### config.mk
export PLATFORM = sky130hd
export DESIGN_NAME = ifetch_queue
export DESIGN_NICKNAME = d
export VERILOG_FILES = /design/src/rtl/riscv_pkg.sv /design/src/rtl/fifo_sync.sv /design/src/rtl/ifetch_queue.sv
export SDC_FILE = /design/constraint.sdc
export NUM_CORES = 1
export LEC_CHECK = 0
export CELL_PAD_IN_SITES_DETAIL_PLACEMENT = 0
export CELL_PAD_IN_SITES_GLOBAL_PLACEMENT = 1
export CORE_MARGIN = 8
export CORE_UTILIZATION = 49
export DETAILED_ROUTE_END_ITERATION = 12
export PLACE_DENSITY = 0.84
export SETUP_SLACK_MARGIN = 0.2
export SLEW_MARGIN = 20
export SYNTH_ARGS = -nofsm -noshare
export SYNTH_HDL_FRONTEND = slang
export SYNTH_SLANG_ARGS = --single-unit
### constraint.sdc
create_clock -name clk -period 9.35 [get_ports clk]
set_input_delay 0.935 -clock clk [delete_from_list [all_inputs] [get_ports clk]]
set_output_delay 0.935 -clock clk [all_outputs]
set_load 0.03 [all_outputs]
### src/rtl/riscv_pkg.sv
// riscv_pkg: shared fetch-path types and defaults.
//   XLEN_DEFAULT / INSTR_W_DEFAULT : default PC and instruction widths
//   IFQ_DEPTH_DEFAULT              : default instruction fetch queue depth
//   fetch_entry_t                  : one queued fetch result {pc, instr}
package riscv_pkg;

  localparam int XLEN_DEFAULT      = 32;
  localparam int INSTR_W_DEFAULT   = 32;
  localparam int IFQ_DEPTH_DEFAULT = 4;

  typedef struct packed {
    logic [XLEN_DEFAULT-1:0]    pc;
    logic [INSTR_W_DEFAULT-1:0] instr;
  } fetch_entry_t;

endpackage

### src/rtl/fifo_sync.sv
// fifo_sync: generic synchronous circular FIFO.
//   clk, reset        : clock, synchronous active-high reset
//   flush_i           : empties the FIFO; wins over a same-cycle push/pop
//   push_i, data_i    : write port (push into a full FIFO is ignored unless a pop frees a slot)
//   pop_i, data_o     : read port; data_o always shows the head entry
//   count_o           : occupancy 0..DEPTH
//   full_o, empty_o   : status flags
// DEPTH must be a power of two so the pointers wrap by plain overflow.
module fifo_sync #(
  parameter int WIDTH = 8,
  parameter int DEPTH = 4
) (
  input  logic                       clk,
  input  logic                       reset,
  input  logic                       flush_i,
  input  logic                       push_i,
  input  logic [WIDTH-1:0]           data_i,
  input  logic                       pop_i,
  output logic [WIDTH-1:0]           data_o,
  output logic [$clog2(DEPTH+1)-1:0] count_o,
  output logic                       full_o,
  output logic                       empty_o
);

  localparam int AW = $clog2(DEPTH);
  localparam int CW = $clog2(DEPTH+1);

  logic [WIDTH-1:0] mem_q [DEPTH];
  logic [AW-1:0]    wr_ptr_q, wr_ptr_d, rd_ptr_q, rd_ptr_d;
  logic [CW-1:0]    count_q, count_d;
  logic             do_push, do_pop;

  assign empty_o = (count_q == '0);
  assign full_o  = (count_q == CW'(DEPTH));
  assign count_o = count_q;
  assign data_o  = mem_q[rd_ptr_q];

  assign do_pop  = pop_i && !empty_o;
  assign do_push = push_i && (!full_o || do_pop);

  always_comb begin
    wr_ptr_d = wr_ptr_q;
    rd_ptr_d = rd_ptr_q;
    count_d  = count_q + CW'(do_push) - CW'(do_pop);
    if (do_push) wr_ptr_d = wr_ptr_q + AW'(1);
    if (do_pop)  rd_ptr_d = rd_ptr_q + AW'(1);
    if (flush_i) begin
      wr_ptr_d = '0;
      rd_ptr_d = '0;
      count_d  = '0;
    end
  end

  always_ff @(posedge clk) begin
    if (reset) begin
      wr_ptr_q <= '0;
      rd_ptr_q <= '0;
      count_q  <= '0;
    end else begin
      wr_ptr_q <= wr_ptr_d;
      rd_ptr_q <= rd_ptr_d;
      count_q  <= count_d;
    end
  end

  // Storage needs no reset: occupancy gates visibility of every slot.
  always_ff @(posedge clk) begin
    if (do_push && !flush_i) mem_q[wr_ptr_q] <= data_i;
  end

endmodule

### src/rtl/ifetch_queue.sv
// ifetch_queue: pipelined, credit-limited instruction fetch front-end.
//   clk, reset              : clock, synchronous active-high reset
//   reset_adr_i             : PC loaded on reset
//   branch_v_i, branch_pc_i : redirect; flushes the queue, drops in-flight responses
//   imem_req_o, imem_adr_o  : fetch request / address, accepted on req && gnt
//   imem_gnt_i              : request grant
//   imem_rvalid_i/rdata_i   : in-order instruction response
//   instr_v_o, instr_o, pc_o: queue head toward decode
//   instr_rdy_i             : decode accepts head (pop on instr_v_o && instr_rdy_i)
//   count_o                 : queue occupancy
// Queued entries plus outstanding requests never exceed DEPTH, so the FIFO
// cannot overflow and never needs to back-pressure memory responses.
module ifetch_queue
  import riscv_pkg::*;
#(
  parameter int XLEN    = XLEN_DEFAULT,
  parameter int DEPTH   = IFQ_DEPTH_DEFAULT,
  parameter int INSTR_W = INSTR_W_DEFAULT
) (
  input  logic                       clk,
  input  logic                       reset,
  input  logic [XLEN-1:0]            reset_adr_i,
  input  logic                       branch_v_i,
  input  logic [XLEN-1:0]            branch_pc_i,
  output logic                       imem_req_o,
  output logic [XLEN-1:0]            imem_adr_o,
  input  logic                       imem_gnt_i,
  input  logic                       imem_rvalid_i,
  input  logic [INSTR_W-1:0]         imem_rdata_i,
  output logic                       instr_v_o,
  output logic [INSTR_W-1:0]         instr_o,
  output logic [XLEN-1:0]            pc_o,
  input  logic                       instr_rdy_i,
  output logic [$clog2(DEPTH+1)-1:0] count_o
);

  localparam int          CW      = $clog2(DEPTH+1);
  localparam int          EW      = XLEN + INSTR_W;
  localparam logic [CW:0] DEPTH_C = (CW+1)'(DEPTH);

  logic [XLEN-1:0] fetch_pc_q, fetch_pc_d, resp_pc_q, resp_pc_d, redirect_pc;
  logic [CW-1:0]   inflight_q, inflight_d, discard_q, discard_d, occ;
  logic            credit_ok, gnt_fire, rv_ok, drop, push, pop;
  logic            fifo_full, fifo_empty;
  logic [EW-1:0]   wdata, rdata;

  assign redirect_pc = {branch_pc_i[XLEN-1:2], 2'b00};

  assign credit_ok  = ({1'b0, occ} + {1'b0, inflight_q}) < DEPTH_C;
  assign imem_req_o = !reset && !branch_v_i && credit_ok;
  assign imem_adr_o = fetch_pc_q;
  assign gnt_fire   = imem_req_o && imem_gnt_i;

  // A response with nothing outstanding is a protocol error; ignore it.
  assign rv_ok = imem_rvalid_i && (inflight_q != '0);
  assign drop  = rv_ok && (discard_q != '0);
  assign push  = rv_ok && !drop && !branch_v_i;

  assign instr_v_o = !fifo_empty;
  assign pop       = instr_v_o && instr_rdy_i && !branch_v_i;

  always_comb begin
    inflight_d = inflight_q + CW'(gnt_fire) - CW'(rv_ok);
    discard_d  = discard_q - CW'(drop);
    fetch_pc_d = gnt_fire ? fetch_pc_q + XLEN'(4) : fetch_pc_q;
    resp_pc_d  = push     ? resp_pc_q  + XLEN'(4) : resp_pc_q;
    if (branch_v_i) begin
      // Everything still outstanding after this cycle's response is stale.
      discard_d  = inflight_d;
      fetch_pc_d = redirect_pc;
      resp_pc_d  = redirect_pc;
    end
  end

  always_ff @(posedge clk) begin
    if (reset) begin
      fetch_pc_q <= reset_adr_i;
      resp_pc_q  <= reset_adr_i;
      inflight_q <= '0;
      discard_q  <= '0;
    end else begin
      fetch_pc_q <= fetch_pc_d;
      resp_pc_q  <= resp_pc_d;
      inflight_q <= inflight_d;
      discard_q  <= discard_d;
    end
  end

  assign wdata = {resp_pc_q, imem_rdata_i};

  fifo_sync #(
    .WIDTH (EW),
    .DEPTH (DEPTH)
  ) u_fifo (
    .clk     (clk),
    .reset   (reset),
    .flush_i (branch_v_i),
    .push_i  (push),
    .data_i  (wdata),
    .pop_i   (pop),
    .data_o  (rdata),
    .count_o (occ),
    .full_o  (fifo_full),
    .empty_o (fifo_empty)
  );

  assign {pc_o, instr_o} = rdata;
  assign count_o         = occ;

  a_rvalid_outstanding: assert property (@(posedge clk) disable iff (reset)
    imem_rvalid_i |-> (inflight_q != '0));

  a_no_overflow: assert property (@(posedge clk) disable iff (reset)
    push |-> (!fifo_full || pop));

endmodule

run_1/density.png
(2 px per um) 18 x 18 tiles, from dark blue (low) to red (high), 0 to 100% covered.
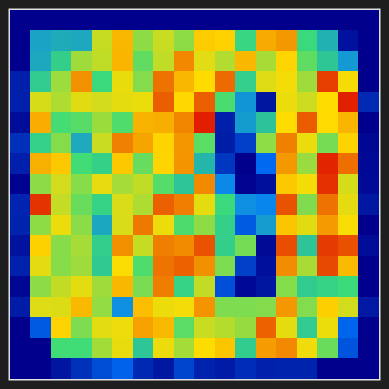
mean over tiles: 50%
fullest tile: 96%
tiles over 75% full: 25%
nearly empty tiles: 14%

run_1/port_nets.png
(1.5 px per um)
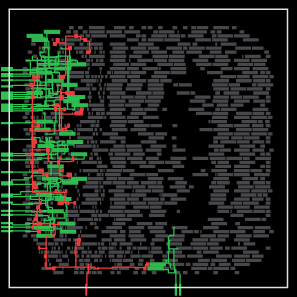
legend:
  reset:
    color: red
    bits: 1
    direction: input
    edge: bottom
    end_cells: 68
    wire: 578 um
  imem_adr_o:
    color: green
    bits: 32
    direction: output
    edge: 30 left, 2 bottom
    end_cells: 32
    wire: 2,100 um

run_1/cell_classes.png
(2 px per um)
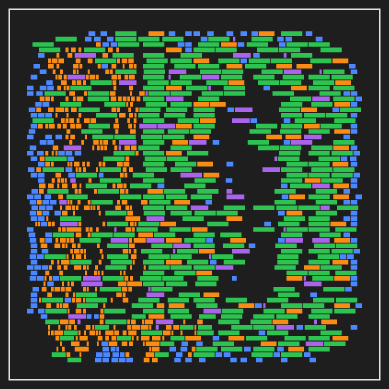
legend:
  flops:
    color: green
    cells: 333
    share_of_their_area: 58%
  other buffers and delay cells:
    color: blue
    cells: 206
    share_of_their_area: 12%
  all other logic:
    color: orange
    cells: 449
    share_of_their_area: 23%
  clock drivers and dummy loads:
    color: purple
    cells: 63
    share_of_their_area: 6.9%

run_1/met1.png
(2 px per um) Supply wires on this layer in gray.
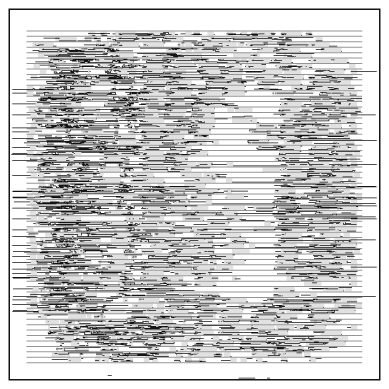
nets with wire on the layer: 1,048
main direction: horizontal
share of all routed wire: 44%
longest straight run: 50.6 um

run 1: worst reg2reg max path, stage by stage, from the launching register on:
cell and delay [ps]:
dfxtp_1 420, ha_1 260, or4_1 460, a31oi_1 200
nand2_1 110, ha_1 280, inv_1 40, ha_1 180
fa_1 390, xnor2_1 210, xnor2_1 140, nor2_1 60
nor2_1 130, a21oi_1 50
run 1: kinds of logic after synthesis:
logic type,Yosys count,synth area share
AOI/OAI and AO/OA,121,0.0512
muxes,65,0.104
buffers and inverters,68,0.0201
xor gates and xnor gates,56,0.0352
adders and majority gates,16,0.0155
and+or+nand+nor,161,0.0658
DFF,333,0.708
run 1: metal layers:
layer  GRT usage  share of wire
met5           0              0
met3      0.0476          0.080
met1       0.237           0.44
met2       0.280           0.46
met4      0.0403          0.015
run 1: worst max path at each step:
| stage | startpoint | to | slack (ps) | cells past startpoint |
|---|---|---|---|---|
| 2_1_floorplan | branch_v_i | discard_q[2] | 5410 | 15 |
| 3_3_place_gp | branch_v_i | discard_q[2] | 4840 | 16 |
| 3_5_place_dp | branch_v_i | discard_q[2] | 4840 | 16 |
| 4_1_cts | branch_v_i | imem_req_o | 4890 | 7 |
| 5_1_grt | branch_v_i | imem_req_o | 4760 | 7 |
| 6_report | branch_v_i | imem_req_o | 4890 | 7 |
run 1: power breakdown:
group          switching (uW)  internal (uW)
registers                92.9           1770
clock network             548            847
logic                     290            230
run 1: cell type report:
type	count	area (sq um)
sequential	333	9860
fill	2067	10400
inverter	30	113
tap	378	473
clock inverter	16	190
multi-input combinational	419	3810
clock buffer	47	973
timing repair buffer	206	2040
run 1: sequential cells by signal, indices dropped and copies added (netlist names), named ones only:
register	count
imem_adr_o	31
u_fifo.rd_ptr_q	2
u_fifo.mem_q	256
u_fifo.count_o	3
resp_pc_q	31
discard_q	3
inflight_q	3
u_fifo.wr_ptr_q	2
run 1: placed cells by master (no fill, tap or decap), types with 4 or more instances in the layout:
cell	Yosys	final
a21oi_1	34	34
edfxtp_1	318	318
xor2_1	26	26
clkinv_2	0	6
o21bai_1	10	10
nand2_1	35	35
a22oi_1	13	13
clkbuf_1	25	9
nor2_1	27	27
buf_4	2	6
clkbuf_16	0	37
mux4_2	64	64
o21ai_0	21	21
dfxtp_1	15	13
o21ai_1	26	26
nand4_1	17	17
inv_1	29	29
nand3_1	22	22
nor3_1	12	12
ha_1	14	14
and3_4	0	4
and2_1	7	7
nor4_1	7	7
xnor2_1	30	30
clkdlybuf4s50_1	0	199
and4_1	4	4
bufinv_16	0	4
and3_1	9	5
o31ai_1	4	4
run 1: through the flow:
step / instances / total power (uW) / hold slack, ps / area [sq um] / worst slack, ps
after global placement: 1366 / 2400 / 501 / 16300 / 4840
after CTS: 1429 / 3810 / 534 / 17500 / 4890
final: 1429 / 3780 / 527 / 17500 / 4890
after floorplan: 820 / 2180 / 480 / 13900 / 5410
after detailed placement: 1366 / 2410 / 521 / 16300 / 4840
after global routing: 1429 / 3910 / 558 / 17500 / 4760
==> impl_metrics.toml, run 1 <==
# flow metrics
[global_routing]
antenna_found_initial = 0
grt_overflow = 0

[drt]
drt-total-wl_um = 29700
drtIter0Drc = 510

[layout]
drive_gt1_frac = 0.134
finalNetCount = 1143

[die]
design.core.area_sq_mm = 0.0279
die_y_um = 185
io_pins = 203
die.size.x_um = 185

[worst_setup_path]
timing.rr.end = "discard_q[2]"
reg2reg_slack_ps = 6290
worstRegToRegCells = 13
worst-path-buf-inv = 4

[sta]
worst_clock_skew_ps = 9.91
period_minus_slack_ps = 4460
fmax_mhz = 224

[logic_synthesis]
ys_chip_area_sq_mm = 0.0139
ys.flops = 333
synth_top_area_share = 0.686
edf_count = 318
ys_cells = 820
async_reset_ff_frac = 0
synth_warnings = 0
synthCells = 820
synth.net_count = 938

[run]
warning_count = 31
cap_violations = 0

[clock_network]
cts_tree = "yes"
clk_path_buf_depth = 3

[status]
outcome = "finished, final reports clean"

[worst_hold_path]
holdCritPathClass = "flip-flop to flip-flop"
run_1/final_placement.png
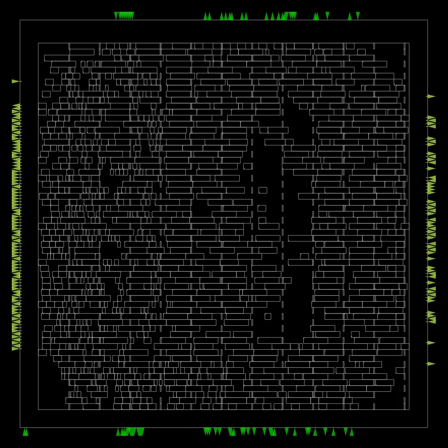

## Run 2: what changed since run 1
Settings changed: CORE_UTILIZATION 49 to 46, PLACE_DENSITY 0.84 to 0.8.
Clock period 9.35 ns to 4.46 ns, I/O delays scaled along.
run_2/final_placement.png
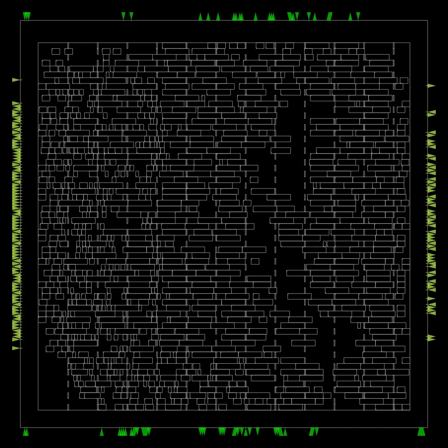
sequential share of cell area: 0.566
FP Rows: 63
Core Util, Final: 0.586

==> impl_metrics.toml, run 2 <==
# flow metrics
[layout]
drive_gt1_frac = 0.130
final_cells = 1443
lay_top_cells = "edfxtp_1, clkdlybuf4s50_1, mux4_2, clkbuf_16, nand2_1"
largest_reg_flops = 256
largest_register = "u_fifo.mem_q"
design_area_sq_mm = 0.0174
finalNetCount = 1145

[die]
die_y_um = 190
io_pins = 203
design.core.area_sq_mm = 0.0297
die.size.x_um = 190

[logic_synthesis]
mux_area_frac = 0.104
ys_cells = 820
ys_chip_area_sq_mm = 0.0139
synthXorXnorAreaFrac = 0.0352
edf_count = 318
synth_area_sq_mm = 0.0139
simple_gate_share = 0.0658
aoi_share = 0.0512
adder_share = 0.0155
synth_top_area_share = 0.686
async_reset_ff_frac = 0
synthCells = 820
yosys-dominant-comb-family = "multiplexers"

[sta]
fin_ws_ps = 1140
worst_clock_skew_ps = 15.8
whs_ps = 308
fmax_mhz = 301

[worst_setup_path]
crit_path_end = "instr_o[6]"
timing.rr.end = "discard_q[2]"
worst-path-buf-inv = 2
worstRegToRegCells = 13

[run]
warning_count = 31
cap_violations = 0

[place]
placed_cell_area_sq_mm = 0.0163

[clock_network]
cts_tree = "yes"

[power]
p_leak_uw = 0.00564

[status]
outcome = "finished, final reports clean"

[worst_hold_path]
holdCritPathClass = "primary input to flip-flop"

[global_routing]
antenna_found_initial = 0
grt_overflow = 0

[drt]
drtIter0Drc = 479
drt-total-wl_um = 30100
run 2: logic make-up after synthesis:
logic type | after synthesis
flops | 333
simple gates | 161
compound gates | 121
buf+inv | 68
mux | 65
xor+xnor | 56
fa+ha+maj | 16
run 2: tightest hold or removal path, cell delays in order:
cell	delay [ps]
buf_2	100
nor2_2	70
nand3_1	80
o31ai_1	60
run 2: routing by layer:
| metal | wire, um | track usage | up-vias |
|---|---|---|---|
| met3 | 2530 | 0.0547 | 26 |
| met1 | 13300 | 0.224 | 3880 |
| met5 | 0 | 0 | - |
| li1 | - | - | 3654 |
| met2 | 14000 | 0.262 | 267 |
| met4 | 347 | 0.0394 | 0 |
run 2: stage by stage:
step                power (uW)   util
floorplan                 4570      -
global placement          5050  0.550
detailed placement        5070  0.550
CTS                       7830  0.586
global route              8060  0.586
finish                    7740  0.586
run 2: power by group:
| group | leakage, uW | switching, uW | internal [uW] |
|---|---|---|---|
| Clock | 0.000525 | 1120 | 1630 |
| Combinational | 0.00204 | 605 | 484 |
| Sequential | 0.00308 | 193 | 3710 |
| Total | 0.00564 | 1920 | 5820 |
run 2: area by class of cell:
cell class                 count  area (sq um)
inverter                      30           113
multi-input combinational    419          3810
fill                        2293         12300
clock buffer                  46           960
timing repair buffer         208          2070
tap                          390           488
clock inverter                17           129
sequential                   333          9860
run 2: how the worst min path moves through the flow:
| stage | slack (ps) | endpoint | depth (start not counted) |
|---|---|---|---|
| after floorplan | 480 | u_fifo.mem_q[0][46] | 0 |
| after global placement | 500 | flip-flop | 2 |
| after detailed placement | 520 | flip-flop | 2 |
| after CTS | 270 | u_fifo.wr_ptr_q[1] | 4 |
| after global routing | 310 | u_fifo.wr_ptr_q[1] | 4 |
| final | 310 | u_fifo.wr_ptr_q[1] | 4 |
run_2/met1.png
(2 px per um) Supply wires on this layer in gray.
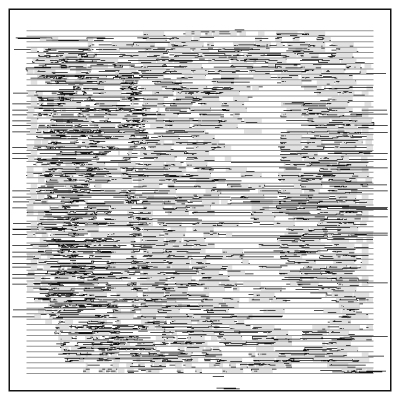

## Run 3: what changed since run 2
Settings changed: CORE_UTILIZATION 46 to 41, PLACE_DENSITY 0.8 to 0.75.
Clock period 4.46 ns to 2.95 ns, I/O delays scaled along.
run_3/met1.png
(2 px per um) Supply wires on this layer in gray.
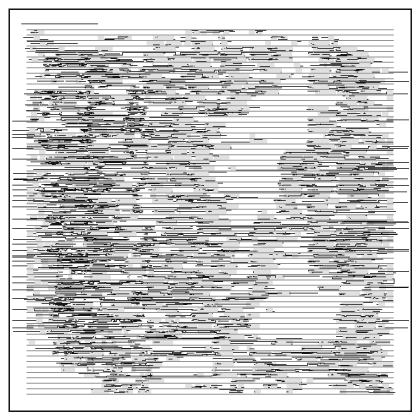
wire length on this layer: 14,700 um
main direction: horizontal

==> impl_metrics.toml, run 3 <==
# flow metrics
[status]
outcome = "finished, final reports clean"

[layout]
lay_top_cells = "edfxtp_1, clkdlybuf4s50_1, mux4_2, clkbuf_16"
largest_reg_flops = 256
fin_util = 0.538
largest_register = "u_fifo.mem_q"
finalNetCount = 1168
drive_gt1_frac = 0.172

[logic_synthesis]
synthCells = 820
edf_count = 318
ys.flops = 333
synth_area_sq_mm = 0.0139
ys_cells = 820
netlist_top_cells_count = "edfxtp_1, mux4_2, nand2_1"
synth.net_count = 938
ys_chip_area_sq_mm = 0.0139
synth_warnings = 0
async_reset_ff_frac = 0
synth_top_area_share = 0.686

[sta]
worst_clock_skew_ps = 18.0
period_minus_slack_ps = 2770
rsz0062_at_grt = "true"
setup_tns_ps = 0
fmax_mhz = 361
fin_ws_ps = 180

[global_routing]
grt_pass1_wl_um = 50200
antenna_found_initial = 0
grt_overflow = 0

[die]
die_y_um = 200
design.core.area_sq_mm = 0.0334
io_pins = 203
rows = 67
die.size.x_um = 200

[worst_hold_path]
holdCritPathClass = "primary input to flip-flop"

[power]
power_density_mw_per_mm2 = 688
p_leak_uw = 0.00590

[run]
cap_violations = 0
warning_count = 34

[drt]
wl_per_cell_um = 20.9
drtIter0Drc = 462
drt-total-wl_um = 31800

[clock_network]
cts_tree = "yes"
worstSkewPairLatency_ps = 520
clk_path_buf_depth = 3

[place]
preCtsSetupSlack_ps = -227

[worst_setup_path]
critPathLaunchType = "flip-flop"
## run 3: netlist changes by cell type in the layout (fill, tap and decap cells not counted), sizes merged
cell           delta
buf              +23
clkdlybuf4s50     -8
dlygate4sd2       +7
inv               +4
bufinv            +5
clkinvlp          -1
clkbuf            -7
## run 3: power breakdown
part / internal [uW] / switching [uW]
Clock: 2910 / 1780
Combinational: 801 / 974
Sequential: 5610 / 300
## run 3: through the flow
step | area [sq um] | hold slack, ps | power [uW] | std cells
2_1_floorplan | 14000 | 394 | 6920 | 820
5_1_grt | 18000 | 266 | 12900 | 1524
4_1_cts | 18000 | 241 | 12500 | 1523
6_report | 18000 | 261 | 12400 | 1524
3_3_place_gp | 16700 | 512 | 7730 | 1456
3_5_place_dp | 16700 | 535 | 7760 | 1456
## run 3: path summary, 6_finish.rpt
kind / startpoint / endpoint / slack [ps] / cells after the start
worst min register to register: imem_adr_o[1] / u_fifo.mem_q[0][33] / 540 / 0
worst min-delay path: reset / u_fifo.wr_ptr_q[1] / 260 / 5
worst max-delay path: u_fifo.count_o[2] / discard_q[2] / 180 / 13
worst max register to register: u_fifo.count_o[2] / discard_q[2] / 180 / 13
## run 3: worst max-delay path, stage by stage, from the launching register on
cell and delay, ps:
dfxtp_4 360, ha_4 150, or4_4 540, a31oi_4 170, nand2_2 100, ha_4 260, inv_1 40, ha_2 170
fa_2 350, xnor2_2 140, xnor2_1 150, nor2_1 60, nor2_1 120, a21oi_1 40
## run 3: cell families (layout without fill, tap and decap cells)
group / after synthesis / after routing / synth area share
xor gates and xnor gates: 56 / 56 / 0.0352
buffers and inverters: 68 / 324 / 0.0201
muxes: 65 / 65 / 0.104
adders and majority gates: 16 / 16 / 0.0155
and+or+nand+nor: 161 / 161 / 0.0658
AOI/OAI and AO/OA: 121 / 121 / 0.0512
DFF: 333 / 333 / 0.708
## run 3: layout make-up
type	instances	area, sq um
fillers	2658	15500
flip-flops and latches	333	9860
multi-input cells	419	3860
repair buffers	230	2340
clock buffers	39	933
well taps	448	561
clock inverters	25	312
inverters	30	113
## run 3: repair_timing
action                                  4_1_cts  5_1_grt
buffers inserted                              3        1
endpoints found under the setup margin       55        3
pin swaps                                     8        4
gates cloned                                  0        0
gates resized                                12        2
## run 3: per-layer routing
metal	vias to the layer above	track usage	share of wire
li1	3704	-	-
met1	3914	0.219	0.46
met2	283	0.239	0.45
met3	49	0.0449	0.075
met4	0	0.0384	0.018
met5	-	0	0
Power is estimated from default activity; no workload was simulated.
